### Wire density map

14 x 14 tiles, from dark blue (low) to red (high), scaled to the fullest tile. Values are wire area over tile area, all layers added.
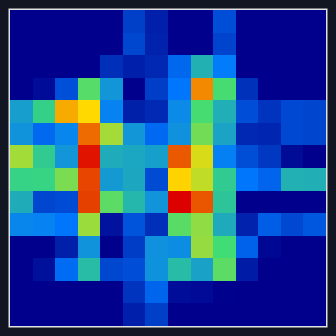
### Placement by cell class

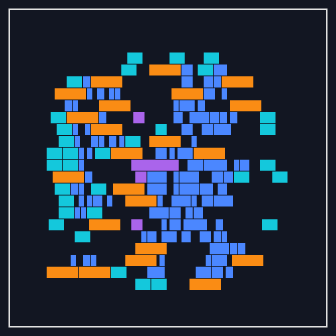
### The clock network

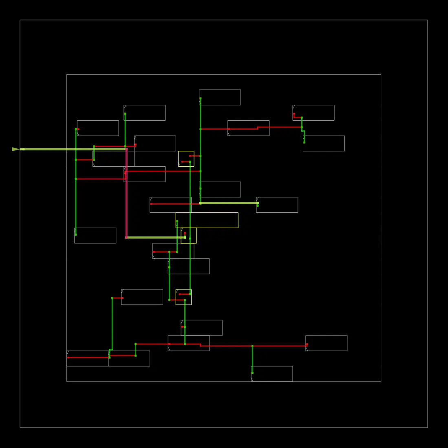
File: src/rtl/sar_conv_sequencer.sv
// Conversion sequencer for the EEG front-end SAR ADC: sample phase, N-bit search
// with core enable gating, result capture and a valid/ready result port.
module sar_conv_sequencer #(
  parameter int N_BITS        = 8,
  parameter int SAMPLE_CYCLES = 4,
  parameter int CNT_W         = 4
) (
  input  logic              clk,
  input  logic              rst,
  input  logic              start,
  input  logic              cont,
  input  logic              abort,
  output logic              sample,
  output logic              sar_en,
  input  logic [N_BITS-1:0] sar_d,
  output logic              busy,
  output logic [CNT_W-1:0]  bit_cnt,
  output logic [N_BITS-1:0] result,
  output logic              result_valid,
  input  logic              result_ready,
  output logic              done,
  output logic              overrun
);

  localparam int SCNT_W = (SAMPLE_CYCLES > 1) ? $clog2(SAMPLE_CYCLES) : 1;
  localparam logic [SCNT_W-1:0] SAMPLE_LAST = SCNT_W'(SAMPLE_CYCLES - 1);
  localparam logic [CNT_W-1:0]  BIT_LAST    = CNT_W'(N_BITS - 1);

  typedef enum logic [1:0] {S_IDLE, S_SAMPLE, S_CONVERT, S_CAPTURE} state_t;

  state_t              state;
  logic [SCNT_W-1:0]   scnt;

  always_ff @(posedge clk) begin
    if (rst) begin
      state        <= S_IDLE;
      scnt         <= '0;
      sample       <= 1'b0;
      sar_en       <= 1'b0;
      busy         <= 1'b0;
      bit_cnt      <= '0;
      result       <= '0;
      result_valid <= 1'b0;
      done         <= 1'b0;
      overrun      <= 1'b0;
    end else begin
      done <= 1'b0;
      // A consume can be overridden below by a capture on the same edge.
      if (result_valid && result_ready)
        result_valid <= 1'b0;

      case (state)
        S_IDLE: begin
          if (start) begin
            state  <= S_SAMPLE;
            scnt   <= '0;
            sample <= 1'b1;
            busy   <= 1'b1;
          end
        end

        S_SAMPLE: begin
          if (abort) begin
            state  <= S_IDLE;
            sample <= 1'b0;
            busy   <= 1'b0;
          end else if (scnt == SAMPLE_LAST) begin
            state   <= S_CONVERT;
            sample  <= 1'b0;
            sar_en  <= 1'b1;
            bit_cnt <= '0;
          end else begin
            scnt <= scnt + 1'b1;
          end
        end

        S_CONVERT: begin
          if (abort) begin
            state   <= S_IDLE;
            sar_en  <= 1'b0;
            busy    <= 1'b0;
            bit_cnt <= '0;
          end else if (bit_cnt == BIT_LAST) begin
            state   <= S_CAPTURE;
            bit_cnt <= '0;
          end else begin
            bit_cnt <= bit_cnt + 1'b1;
          end
        end

        S_CAPTURE: begin
          if (abort) begin
            state  <= S_IDLE;
            sar_en <= 1'b0;
            busy   <= 1'b0;
          end else begin
            result       <= sar_d;
            result_valid <= 1'b1;
            done         <= 1'b1;
            overrun      <= overrun | (result_valid & ~result_ready);
            // Dropping sar_en here clears the core for the next sample.
            sar_en       <= 1'b0;
            if (cont || start) begin
              state  <= S_SAMPLE;
              scnt   <= '0;
              sample <= 1'b1;
            end else begin
              state <= S_IDLE;
              busy  <= 1'b0;
            end
          end
        end

        default: begin
          state   <= S_IDLE;
          sample  <= 1'b0;
          sar_en  <= 1'b0;
          busy    <= 1'b0;
          bit_cnt <= '0;
        end
      endcase
    end
  end

endmodule
File: config.mk
export PLATFORM = sky130hd
export DESIGN_NAME = sar_conv_sequencer
export DESIGN_NICKNAME = d
export VERILOG_FILES = /design/src/rtl/sar_conv_sequencer.sv
export SDC_FILE = /design/constraint.sdc
export NUM_CORES = 1
export LEC_CHECK = 0
export CAP_MARGIN = 10
export CORE_MARGIN = 8
export CORE_UTILIZATION = 34
export DETAILED_ROUTE_END_ITERATION = 8
export GPL_ROUTABILITY_DRIVEN = 0
export MAX_ROUTING_LAYER = met4
export SYNTH_ARGS = -nofsm -noshare
export SYNTH_HDL_FRONTEND = slang
export SYNTH_SLANG_ARGS = --single-unit
File: constraint.sdc
create_clock -name clk -period 3.7 [get_ports clk]
set_input_delay 1.11 -clock clk [delete_from_list [all_inputs] [get_ports clk]]
set_output_delay 1.11 -clock clk [all_outputs]
set_load 0.01 [all_outputs]
==> reports/metrics.csv <==
metric,value,unit
outcome,completed,
tool warning count,31,
GRT met1 Usage,0.115,
Dominant flop cell,dfxtp_1,
number of gates resized after CTS,0,
Buffers on Ports,31,
chip width,72.2,um
post-synth net total,144,
Register-to-Register Path Depth,5,
combinational cell power,0.0000976,W
cycle use final,0.717,
Slew headroom,0.470,
MUX area fraction,0.0385,
clk_skew,11.1,ps
critical path's top delay family,simple AND/OR/NAND/NOR gates,
initial antenna violation count,0,
fp_density,0.355,
final instance area,1480,um2
Inverters,6,
Yosys chip area,1070,um2
Top cells excl fill/tap,"clkdlybuf4s50_1, dfxtp_1, nand2_1",
max-cap violation count,0,
ys cells,122,
Worst Hold Path Cells,2,
min-delay src,result[4],
Synth Warn #,0,
Well-Tap Cells,44,
pre-CTS WS,759,ps
root buffer cell,clkbuf_4,
gr busiest metal,met2,
Placed Instances,194,
largest non-sequential cell family by area,simple AND/OR/NAND/NOR gates,
sequential cell fraction of total power,0.474,
cell breakdown of the critical path,clkdlybuf4s50_1 -> nor2b_1 -> a222oi_1 -> mux2i_1 -> nor2_1,
Top Metal Used,met4,
met2 usage,0.163,
largest net degree at the start of global routing,16,
met2 WL,1.10,mm
RR Endpoint,busy,
CP Capture Point,busy,
CP peak stage delay,690,ps
clock network area share,0.0354,
ys flops,22,
share of post-route cells with drive strength above 1,0.0584,
met3 Use GR,0.0468,
CP Capture Type,register,
Least-Margin Pin Slew,793,ps
Compound-Gate Fraction of Synth Area,0.196,
n_diodes,0,
"EDFF count, synth",0,
Back to the opening pictures, 'Wire density map':
mean over tiles: 0.080
tiles over half the peak: 14%
fullest tile: 0.39
DRT Wirelength: 2.53 mm
Total GRT Usage: 0.105
wire length per cell after detailed routing: 12.8 um
Vias: 961

Back to the opening pictures, 'Placement by cell class':
[cyan] remaining buffers and delay cells | cells: 32 | share of their area: 22%
[blue] remaining logic cells | cells: 96 | share of their area: 43%
[orange] registers | cells: 22 | share of their area: 31%
[purple] clock drivers and dummy loads | cells: 4 | share of their area: 3.7%

Back to the opening pictures, 'The clock network':
CTS Buf Count: 3
Worst-Skew Late Latency: 310 ps
Clock Power: 0.000184 W
CLK BUF: 3

Power is estimated from default activity; no workload was simulated.
